<file path="src/rtl/sram_pkg.sv">
// Shared types and defaults for the asynchronous SRAM access controller.
package sram_pkg;

    localparam int DATA_W      = 16;
    localparam int DEF_ADDR_W  = 18;
    localparam int DEF_RD_WAIT = 1;
    localparam int DEF_WR_WAIT = 1;

    typedef enum logic [2:0] {
        IDLE,
        RD_ACC,
        WR_SETUP,
        WR_PULSE,
        WR_HOLD
    } state_t;

    function automatic int cnt_width(input int rd, input int wr);
        int m;
        m = (rd > wr) ? rd : wr;
        return $clog2(m + 1);
    endfunction

endpackage

</file>
<file path="src/rtl/sram_wait_cnt.sv">
// Loadable saturating down-counter used to time strobe widths.
module sram_wait_cnt #(
    parameter int W = 1
) (
    input  logic         clk,
    input  logic         reset_n,
    input  logic         load,
    input  logic [W-1:0] load_val,
    input  logic         dec,
    output logic         zero
);

    logic [W-1:0] count;

    always_ff @(posedge clk or negedge reset_n) begin
        if (!reset_n) begin
            count <= '0;
        end else if (load) begin
            count <= load_val;
        end else if (dec && count != '0) begin
            count <= count - W'(1);
        end
    end

    assign zero = (count == '0);

endmodule

</file>
<file path="src/rtl/sram_ctrl.sv">
// Single-word read/write sequencer for a 16-bit asynchronous SRAM with
// registered strobes and programmable wait states.
module sram_ctrl
    import sram_pkg::*;
#(
    parameter int ADDR_W  = DEF_ADDR_W,
    parameter int RD_WAIT = DEF_RD_WAIT,
    parameter int WR_WAIT = DEF_WR_WAIT
) (
    input  logic              clk,
    input  logic              reset_n,
    input  logic              req,
    input  logic              we,
    input  logic [ADDR_W-1:0] addr,
    input  logic [DATA_W-1:0] wdata,
    output logic              ready,
    output logic              done,
    output logic [DATA_W-1:0] rdata,
    output logic [ADDR_W-1:0] sram_addr,
    output logic [DATA_W-1:0] sram_dq_out,
    output logic              sram_dq_oe,
    input  logic [DATA_W-1:0] sram_dq_in,
    output logic              sram_ce_n,
    output logic              sram_oe_n,
    output logic              sram_we_n
);

    localparam int CNT_W = cnt_width(RD_WAIT, WR_WAIT);
    localparam logic [CNT_W-1:0] RD_LOAD = CNT_W'(RD_WAIT - 1);
    localparam logic [CNT_W-1:0] WR_LOAD = CNT_W'(WR_WAIT - 1);

    state_t           state;
    logic             cnt_load;
    logic             cnt_dec;
    logic             cnt_zero;
    logic [CNT_W-1:0] cnt_load_val;

    assign ready        = (state == IDLE);
    assign cnt_load     = ready && req;
    assign cnt_load_val = we ? WR_LOAD : RD_LOAD;
    // Write count is loaded at accept and held through the setup cycle.
    assign cnt_dec      = (state == RD_ACC) || (state == WR_PULSE);

    sram_wait_cnt #(
        .W        (CNT_W)
    ) u_wait_cnt (
        .clk      (clk),
        .reset_n  (reset_n),
        .load     (cnt_load),
        .load_val (cnt_load_val),
        .dec      (cnt_dec),
        .zero     (cnt_zero)
    );

    always_ff @(posedge clk or negedge reset_n) begin
        if (!reset_n) begin
            state       <= IDLE;
            sram_ce_n   <= 1'b1;
            sram_oe_n   <= 1'b1;
            sram_we_n   <= 1'b1;
            sram_dq_oe  <= 1'b0;
            sram_addr   <= '0;
            sram_dq_out <= '0;
            rdata       <= '0;
            done        <= 1'b0;
        end else begin
            done <= 1'b0;
            unique case (state)
                IDLE: begin
                    if (req) begin
                        sram_addr <= addr;
                        sram_ce_n <= 1'b0;
                        if (we) begin
                            sram_dq_out <= wdata;
                            sram_dq_oe  <= 1'b1;
                            state       <= WR_SETUP;
                        end else begin
                            sram_oe_n <= 1'b0;
                            state     <= RD_ACC;
                        end
                    end
                end
                RD_ACC: begin
                    if (cnt_zero) begin
                        rdata     <= sram_dq_in;
                        done      <= 1'b1;
                        sram_ce_n <= 1'b1;
                        sram_oe_n <= 1'b1;
                        state     <= IDLE;
                    end
                end
                WR_SETUP: begin
                    sram_we_n <= 1'b0;
                    state     <= WR_PULSE;
                end
                WR_PULSE: begin
                    if (cnt_zero) begin
                        sram_we_n <= 1'b1;
                        state     <= WR_HOLD;
                    end
                end
                WR_HOLD: begin
                    done       <= 1'b1;
                    sram_dq_oe <= 1'b0;
                    sram_ce_n  <= 1'b1;
                    state      <= IDLE;
                end
                default: begin
                    state <= IDLE;
                end
            endcase
        end
    end

endmodule

</file>
<file path="config.mk">
export PLATFORM = sky130hd
export DESIGN_NAME = sram_ctrl
export DESIGN_NICKNAME = d
export VERILOG_FILES = /design/src/rtl/sram_pkg.sv /design/src/rtl/sram_wait_cnt.sv /design/src/rtl/sram_ctrl.sv
export SDC_FILE = /design/constraint.sdc
export NUM_CORES = 1
export LEC_CHECK = 0
export CORE_MARGIN = 1
export CORE_UTILIZATION = 46
export CTS_BUF_LIST = sky130_fd_sc_hd__clkbuf_4
export DETAILED_ROUTE_END_ITERATION = 8
export GPL_ROUTABILITY_DRIVEN = 0
export HOLD_SLACK_MARGIN = 0.08
export PLACE_DENSITY = 0.95
export SLEW_MARGIN = 20
export SYNTH_ARGS = -nofsm -noshare
export SYNTH_HDL_FRONTEND = slang
export SYNTH_SLANG_ARGS = --single-unit
</file>
<file path="constraint.sdc">
create_clock -name clk -period 2.4 [get_ports clk]
set_input_delay 0.36 -clock clk [delete_from_list [all_inputs] [get_ports clk]]
set_output_delay 0.36 -clock clk [all_outputs]
set_load 0.03 [all_outputs]
</file>
==> run_1/met1.png <==
Supply wires on this layer in grey.
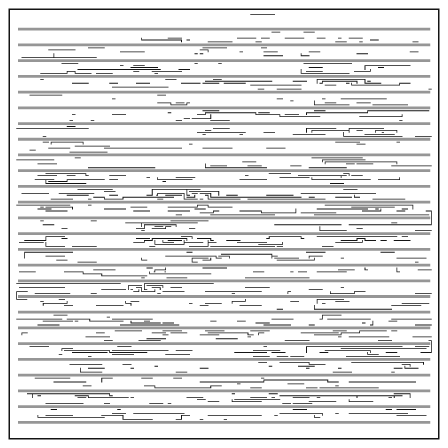
share of all routed wire = 42%
nets with wire on the layer = 274
main direction = horizontal
longest straight run = 21.2 um
wire length on this layer = 2110 um

==> run_1/gate_families.png <==
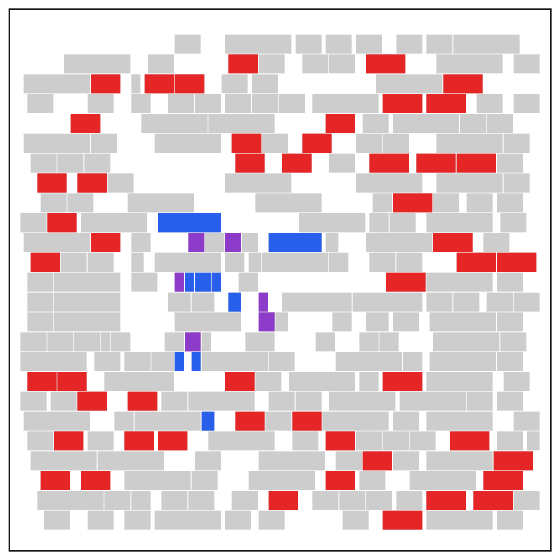
multiplexers -> red  # cells 50, where spread over the die
NOR gates -> blue  # cells 9
NAND gates -> purple  # cells 6

==> run_1/met3.png <==
Scale bar: 20 um.
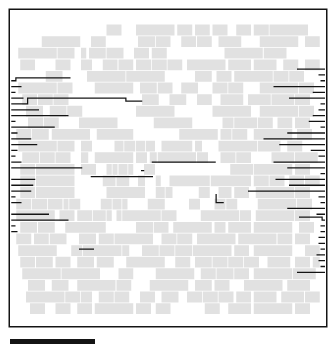
nets with wire on the layer = 62
share of all routed wire = 7.1%

==> flow_summary.json, run 1 <==
{
  "status": "completed",
  "rsz0062_at_grt": "false",
  "layout_worst_path_cycle_share_pct": 92.7,
  "cts_setup_buffers": 0,
  "syn_area_mm2": 0.00239,
  "max_cap_violations": 0,
  "slew_headroom_pct": 68.5,
  "cts.sinks": 59,
  "hold_path_class": "input pin to asynchronous set/reset pin",
  "cp-end-kind": "output pin",
  "syn-num-nets": 196,
  "max_freq_ghz": 0.449,
  "fin_util_pct": 74.7,
  "ys_sh_aoi_pct": 2.46,
  "ctsResizeCount": 0,
  "die_w_um": 74.0,
  "critPathTopFamily": "buffers and inverters",
  "synthCells": 142,
  "nNetsFinal": 314,
  "setup_ws_ns": 0.175,
  "io_buffers": 109,
  "cts_buffers": 9,
  "lay_top_count": "clkdlybuf4s50_1",
  "cp_cell_sequence": "nor3_1, clkdlybuf4s50_1",
  "ys_warn_count": 0,
  "grt_busiest_layer": "met2",
  "tns_ns": 0,
  "tritoncts": "built",
  "p_leak_nw": 1.57,
  "slew_viol_final": 0,
  "floorplan.core_util_pct": 49.2,
  "synth_cell_types": 24,
  "setup_viol": 0,
  "vdd_ir_drop_max_uv": 857,
  "grt_pass1_vias": 1613,
  "crit_arrival_ns": 1.86,
  "drt-initial-drc-count": 54
}
[run 1: cell type report]
class	instances	area (um^2)
timing repair buffer	114	1130
clock inverter	4	17.5
fill	334	1230
sequential	59	1480
clock buffer	12	90.1
inverter	1	3.75
multi-input combinational	75	820
tap	67	83.8
[run 1: Yosys cell counts]
cell | count | area share, %
dfrtp_1 | 56 | 59
mux2_2 | 31 | 15
mux2_4 | 19 | 12
buf_6 | 5 | 2.4
nor2_1 | 4 | 0.63
dfstp_2 | 3 | 3.3
nand2b_1 | 3 | 0.79
a21oi_1 | 2 | 0.42
nand2_1 | 2 | 0.31
nor3_1 | 2 | 0.42
o22a_1 | 2 | 0.73
a21o_1 | 1 | 0.31
a221oi_1 | 1 | 0.37
a2bb2oi_1 | 1 | 0.37
a31oi_1 | 1 | 0.26
buf_12 | 1 | 0.84
buf_4 | 1 | 0.31
inv_1 | 1 | 0.16
nand2_2 | 1 | 0.26
nor2_8 | 1 | 0.84
nor2b_1 | 1 | 0.26
nor4b_4 | 1 | 1.0
or2b_1 | 1 | 0.31
or3b_4 | 1 | 0.47
[run 1: power by group]
group	leakage, nW	switching (W)	internal (W)
clock	0.0662	0.000327	0.000239
sequential	0.696	0.000287	0.00151
combinational	0.805	0.00161	0.00158
total	1.57	0.00222	0.00333
[run 1: layer usage]
metal / vias to the layer above / wire length (um)
met2: 70 / 2550
met1: 783 / 2110
met5: - / 0
met3: 2 / 357
met4: 0 / 16
li1: 734 / -
[run 1: sequential cells by signal, summed over array words and instances (netlist names)]
register,count
done,1
rdata,16
sram_addr,18
sram_ce_n,1
sram_dq_oe,1
sram_dq_out,16
sram_oe_n,1
sram_we_n,1
state,3
u_wait_cnt.count,1
==> run 2: changes to the inputs <==
Settings changed: CORE_MARGIN 1 to default, HOLD_SLACK_MARGIN 0.08 to 0.06.
==> run_2/final_clocks.png <==
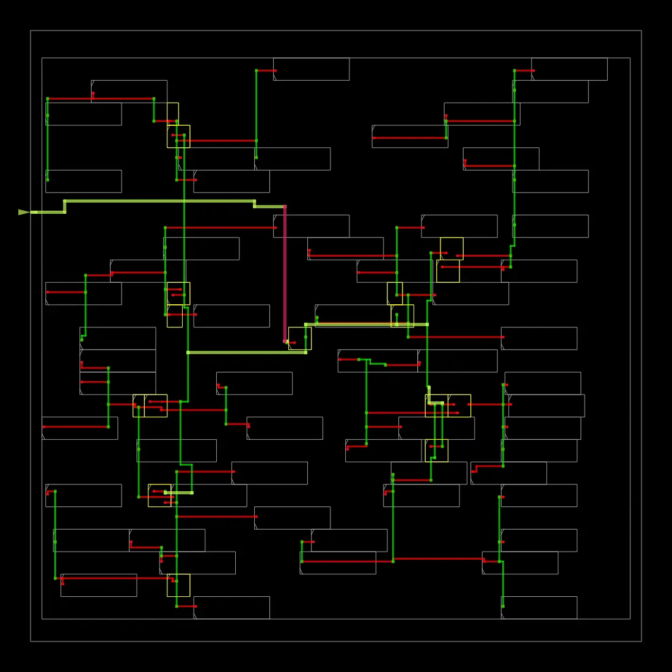
P_clk: 0.000566 W
clk ins delay skew pair: 0.37 ns
sequential cell count: 59
CTS sink count: 59
worst-case clock skew: 0.0114 ns

==> run_2/met2.png <==
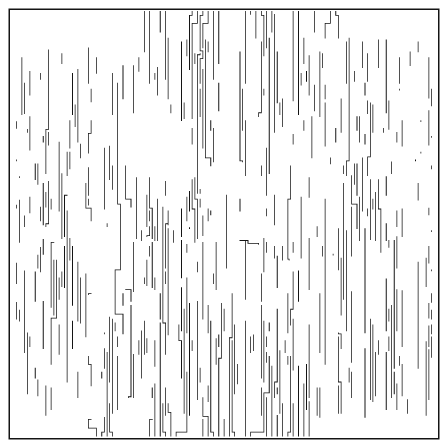
main direction = vertical
longest straight run = 29.6 um
share of all routed wire = 51%

==> run_2/met3.png <==
Scale bar: 20 um.
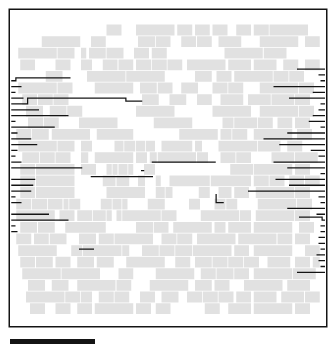
share of all routed wire = 7.1%
main direction = horizontal
nets with wire on the layer = 62

==> run 2 against run 1 <==
Compared with the run above:
- global-route usage stayed put
- register-to-register slack about the same
- critical path depth unchanged
- sequential power barely moved
- flip-flop count did not move
- wire length is the same
- final cell count unchanged
- area after synthesis did not move
- utilization unchanged
- cell area did not move
==> flow_summary.json, run 2 <==
{
  "cp-end-kind": "output pin",
  "ctsResizeCount": 0,
  "async_flop_share_pct": 100,
  "ys_top_cells_by_area": "dfrtp_1, mux2_2, mux2_4",
  "layout_worst_path_cycle_share_pct": 92.7,
  "comb_area_um2": 820,
  "ys_warn_count": 0,
  "vdd_ir_drop_max_uv": 857,
  "tns_ns": 0,
  "syn-num-nets": 196,
  "drt-initial-drc-count": 54,
  "status": "completed",
  "nFillCells": 334,
  "largest_reg_flops": 18,
  "ff_type": "dfrtp_1",
  "common_cells": "dfrtp_1, mux2_2, mux2_4",
  "synth.largest_area_cell": "dfrtp_1",
  "slew_headroom_pct": 68.5,
  "seq_area_mm2": 0.00148,
  "grt_pass1_vias": 1613,
  "io_buffers": 109,
  "slew_viol_final": 0,
  "cp_cell_sequence": "nor3_1, clkdlybuf4s50_1",
  "syn_area_mm2": 0.00239,
  "die_w_um": 74.0,
  "rsz0062_at_grt": "false",
  "cts_buffers": 9,
  "grt_busiest_layer": "met2",
  "top_cell": "dfrtp_1",
  "tritoncts": "built",
  "dr.max_layer_used": "met4",
  "p_leak_nw": 1.57,
  "max_cap_violations": 0,
  "reg_top3": "sram_addr x18, rdata x16, sram_dq_out x16",
  "nNetsFinal": 314,
  "dr_wl_met3_um": 357,
  "regMostFlops": "sram_addr",
  "max_freq_ghz": 0.449,
  "synth-edff-count": 0
}
-- run 2: cell counts after synthesis --
No cell type changed its count.
-- run 2: metrics by stage --
step | setup slack (ns) | util [%] | hold WS, ns | instances
finish | 0.175 | 74.7 | 0.364 | 332
CTS | 0.126 | 74.7 | 0.341 | 332
global route | 0.0463 | 74.7 | 0.377 | 332
global placement | 0.415 | 72.3 | 0.220 | 315
detailed placement | 0.349 | 72.3 | 0.224 | 315
floorplan | 0.721 | - | 0.0644 | 142
-- run 2: cells by family (layout without fill, tap and decap cells) --
logic type / count (synthesis) / in the layout / synth area share [%]
AND/OR/NAND/NOR: 17 / 17 / 5.29
flip-flops: 59 / 59 / 62.0
buffers and inverters: 8 / 131 / 3.67
multiplexers: 50 / 50 / 26.6
AND-OR/OR-AND: 8 / 8 / 2.46
-- run 2: critical path: cells and delay by family (launching register included) --
kind / cells / cell delay [ns]
flops: 1 / 0.49
simple gates: 1 / 0.28
buf+inv: 1 / 0.74
-- run 2: power breakdown --
part           total (W)  switching (W)  internal (W)
clock           0.000566       0.000327      0.000239
combinational    0.00319        0.00161       0.00158
sequential       0.00180       0.000287       0.00151
-- run 2: cell type report --
cell class	instances	area share (%)
Inverter	1	0.104
Tap cell	67	2.32
Multi-Input combinational cell	75	22.6
Sequential cell	59	40.9
Clock buffer	12	2.49
Timing Repair Buffer	114	31.1
Clock inverter	4	0.484
-- run 2: worst min path at each step --
stage,from,endpoint,slack (ns)
final,reset_n,rdata[14]$_DFFE_PN0P_,0.36
after global routing,reset_n,rdata[4]$_DFFE_PN0P_,0.38
after CTS,reset_n,rdata[14]$_DFFE_PN0P_,0.34
after detailed placement,reset_n,rdata[14]$_DFFE_PN0P_,0.22
after global placement,reset_n,rdata[2]$_DFFE_PN0P_,0.22
after floorplan,reset_n,done$_DFF_PN0_,0.06
==> run_2/gate_families.png <==
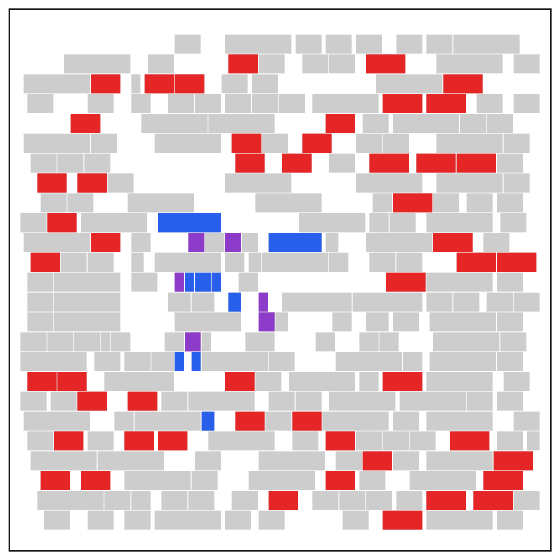

==> run 3: changes to the inputs <==
Settings changed: CORE_UTILIZATION 46 to 44, CTS_BUF_LIST sky130_fd_sc_hd__clkbuf_4 to default, SYNTH_HIERARCHICAL from default to 1.
==> run_3/gate_families.png <==
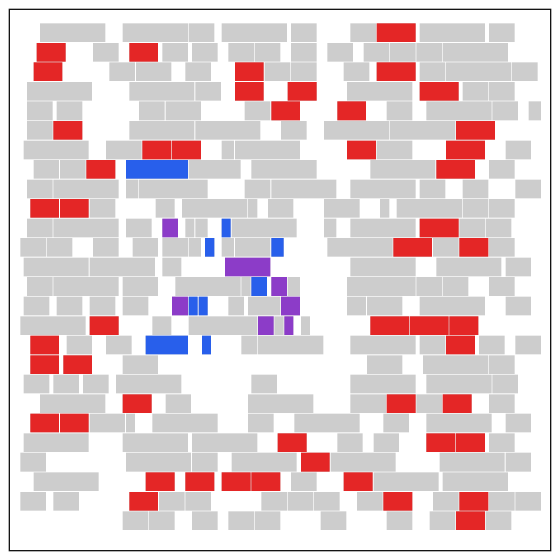
NAND gates -> purple  # cells 7, where centre
NOR gates -> blue  # cells 9
multiplexers -> red  # cells 50, where spread over the die

==> run_3/met2.png <==
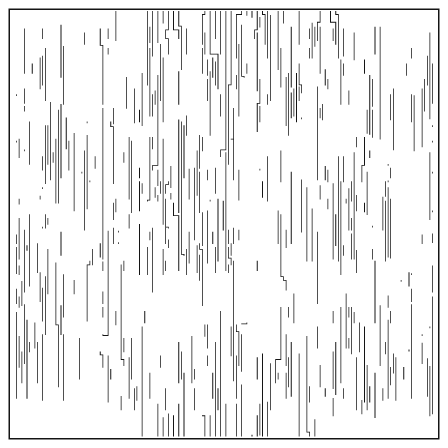
share of all routed wire = 50%
nets with wire on the layer = 305
main direction = vertical
wire length on this layer = 2490 um

==> run 3 against run 2 <==
Compared with the run above:
- clock skew decreased by 0.0047 ns
- clock power increased by about 40%
- critical path depth unchanged
- cell area increased by 2.2%
- non-clock buffer count decreased by 1
- setup slack improved by 0.076 ns
- utilization decreased by 2.7 points
- largest power group unchanged
==> flow_summary.json, run 3 <==
{
  "top_cell": "dfrtp_1",
  "layout_worst_path_cycle_share_pct": 89.5,
  "ff_type": "dfrtp_1",
  "max_cap_violations": 0,
  "cts_buffers": 9,
  "grt_pass1_vias": 1604,
  "async_flop_share_pct": 100,
  "synth.largest_area_cell": "dfrtp_1",
  "ys_cells": 149,
  "hold_path_class": "flip-flop to flip-flop",
  "top_area_share_pct": 59.4,
  "max_freq_ghz": 0.465,
  "cts.sinks": 59,
  "largest_reg_flops": 18,
  "ys_sh_aoi_pct": 2.49,
  "cts_max_path_buffers": 2,
  "period_needed_ns": 2.15,
  "slew_viol_final": 0,
  "slew_headroom_pct": 60.2,
  "drt-initial-drc-count": 24,
  "syn_area_mm2": 0.00236,
  "mux_area_share_pct": 25.4,
  "setup_viol": 0,
  "total_power_w": 0.00572,
  "totalWireLength_um": 5020,
  "warning_count": 26,
  "syn-num-nets": 203,
  "rsz0062_at_grt": "false",
  "ys_sh_adder_pct": 0,
  "vdd_ir_drop_max_uv": 880,
  "lay_top_count": "clkdlybuf4s50_1",
  "nNetsFinal": 320,
  "xor_share_pct": 0,
  "clock-root-buffer": "clkbuf_8",
  "area_growth_pct": 56.7,
  "power.density_mw_per_mm2": 1550,
  "crit_start": "state[1]$_DFFE_PN0P_",
  "criticalPathCategory": "flip-flop to output pin",
  "finalHoldViolCount": 0,
  "synthSimpleGateAreaFrac_pct": 5.94,
  "drt_pass1_iterations": 4,
  "grtUsageTotal_pct": 18.9,
  "io_buffers": 109,
  "tns_ns": 0,
  "ys_warn_count": 6,
  "synthTopLogicFamily": "multiplexers",
  "setup_ws_ns": 0.251,
  "worstMarginPinSlew_ns": 0.598,
  "critPathTopFamily": "buffers and inverters",
  "cts_setup_buffers": 0,
  "tritoncts": "built",
  "synth_cell_types": 29,
  "regMostFlops": "sram_addr",
  "grt_pass1_wl_um": 7550,
  "common_cells": "dfrtp_1, mux2_2, mux2_4",
  "clk_latency_ns": 0.32,
  "die_w_um": 75.3,
  "synth-edff-count": 0,
  "antennaDiodeCount": 0,
  "synthCells": 149,
  "crit_slowest_cell": "clkdlybuf4s50_1",
  "core_area_mm2": 0.00514,
  "dp_slack_ns": 0.481,
  "clock_skew_ns": 0.00669,
  "cp-end-kind": "output pin",
  "nFillCells": 385,
  "drc": 0,
  "worstHoldStart": "sram_ce_n$_DFFE_PN1P_",
  "crit_arrival_ns": 1.79,
  "reg_top3": "sram_addr x18, rdata x16, sram_dq_out x16",
  "status": "completed",
  "p_leak_nw": 1.58,
  "floorplan.core_util_pct": 45.9,
  "cp_num_buf_inv": 1,
  "fin_util_pct": 72.0,
  "cp_cell_sequence": "nor3_1, clkdlybuf4s50_1",
  "ys_top_cells_by_area": "dfrtp_1, mux2_2, mux2_4",
  "yosysChipArea_mm2": 0.00236,
  "hpwl_um": 3680,
  "place_area_mm2": 0.00351,
  "num_rows": 26
}
==> run_3/met1.png <==
Supply wires on this layer in grey.
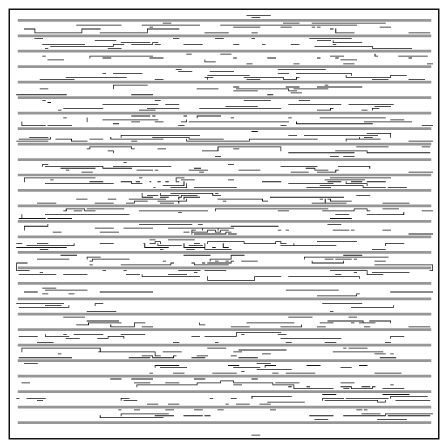
wire length on this layer = 2070 um
main direction = horizontal

run 3: layout make-up:
type	count	area, um^2	share of cell area, %
Multi-Input combinational cell	78	803	21.7
Tap cell	70	87.6	2.37
Clock buffer	13	169	4.57
Clock inverter	2	10.0	0.271
Timing Repair Buffer	113	1130	30.6
Sequential cell	59	1480	40.0
Inverter	5	18.8	0.507
run 3: what timing repair did:
item / 4_1_cts / 5_1_grt
endpoints found under the hold margin: 23 / 0
hold buffers: 1 / 0
gates resized: 0 / 0
run 3: final timing paths:
check,endpoint,depth (start not counted),slack [ns]
worst max-delay path,ready,2,0.25
worst min-delay path,sram_ce_n$_DFFE_PN1P_,2,0.50
worst max register to register,sram_addr[7]$_DFFE_PN0P_,3,0.74
worst min register to register,sram_ce_n$_DFFE_PN1P_,2,0.50
max in group asynchronous,sram_we_n$_DFFE_PN1P_,3,1.14
min in group asynchronous,sram_dq_out[8]$_DFFE_PN0P_,2,0.59
run 3: power breakdown:
group / internal [W] / switching [W]
Clock: 0.000450 / 0.000341
Combinational: 0.00151 / 0.00159
Sequential: 0.00152 / 0.000313
Total: 0.00348 / 0.00224
run 3: per-layer routing:
layer / track usage [%] / routed length (um) / vias to the layer above
li1: - / - / 748
met1: 22.3 / 2070 / 806
met2: 30.5 / 2490 / 73
met3: 8.84 / 423 / 7
met4: 6.79 / 36 / 0
met5: 0 / 0 / -
run 3: kinds of logic after synthesis:
group,after synthesis
DFF,59
muxes,50
buffers and inverters,12
and+or+nand+nor,18
other,1
AOI/OAI and AO/OA,9
run 3: per-stage QoR:
step	instances	hold WS (ns)
floorplan	149	0.0644
global placement	324	0.387
detailed placement	324	0.390
CTS	340	0.504
global route	340	0.516
finish	340	0.497
Power figures rest on the tool's default switching activity, not on a simulated workload.
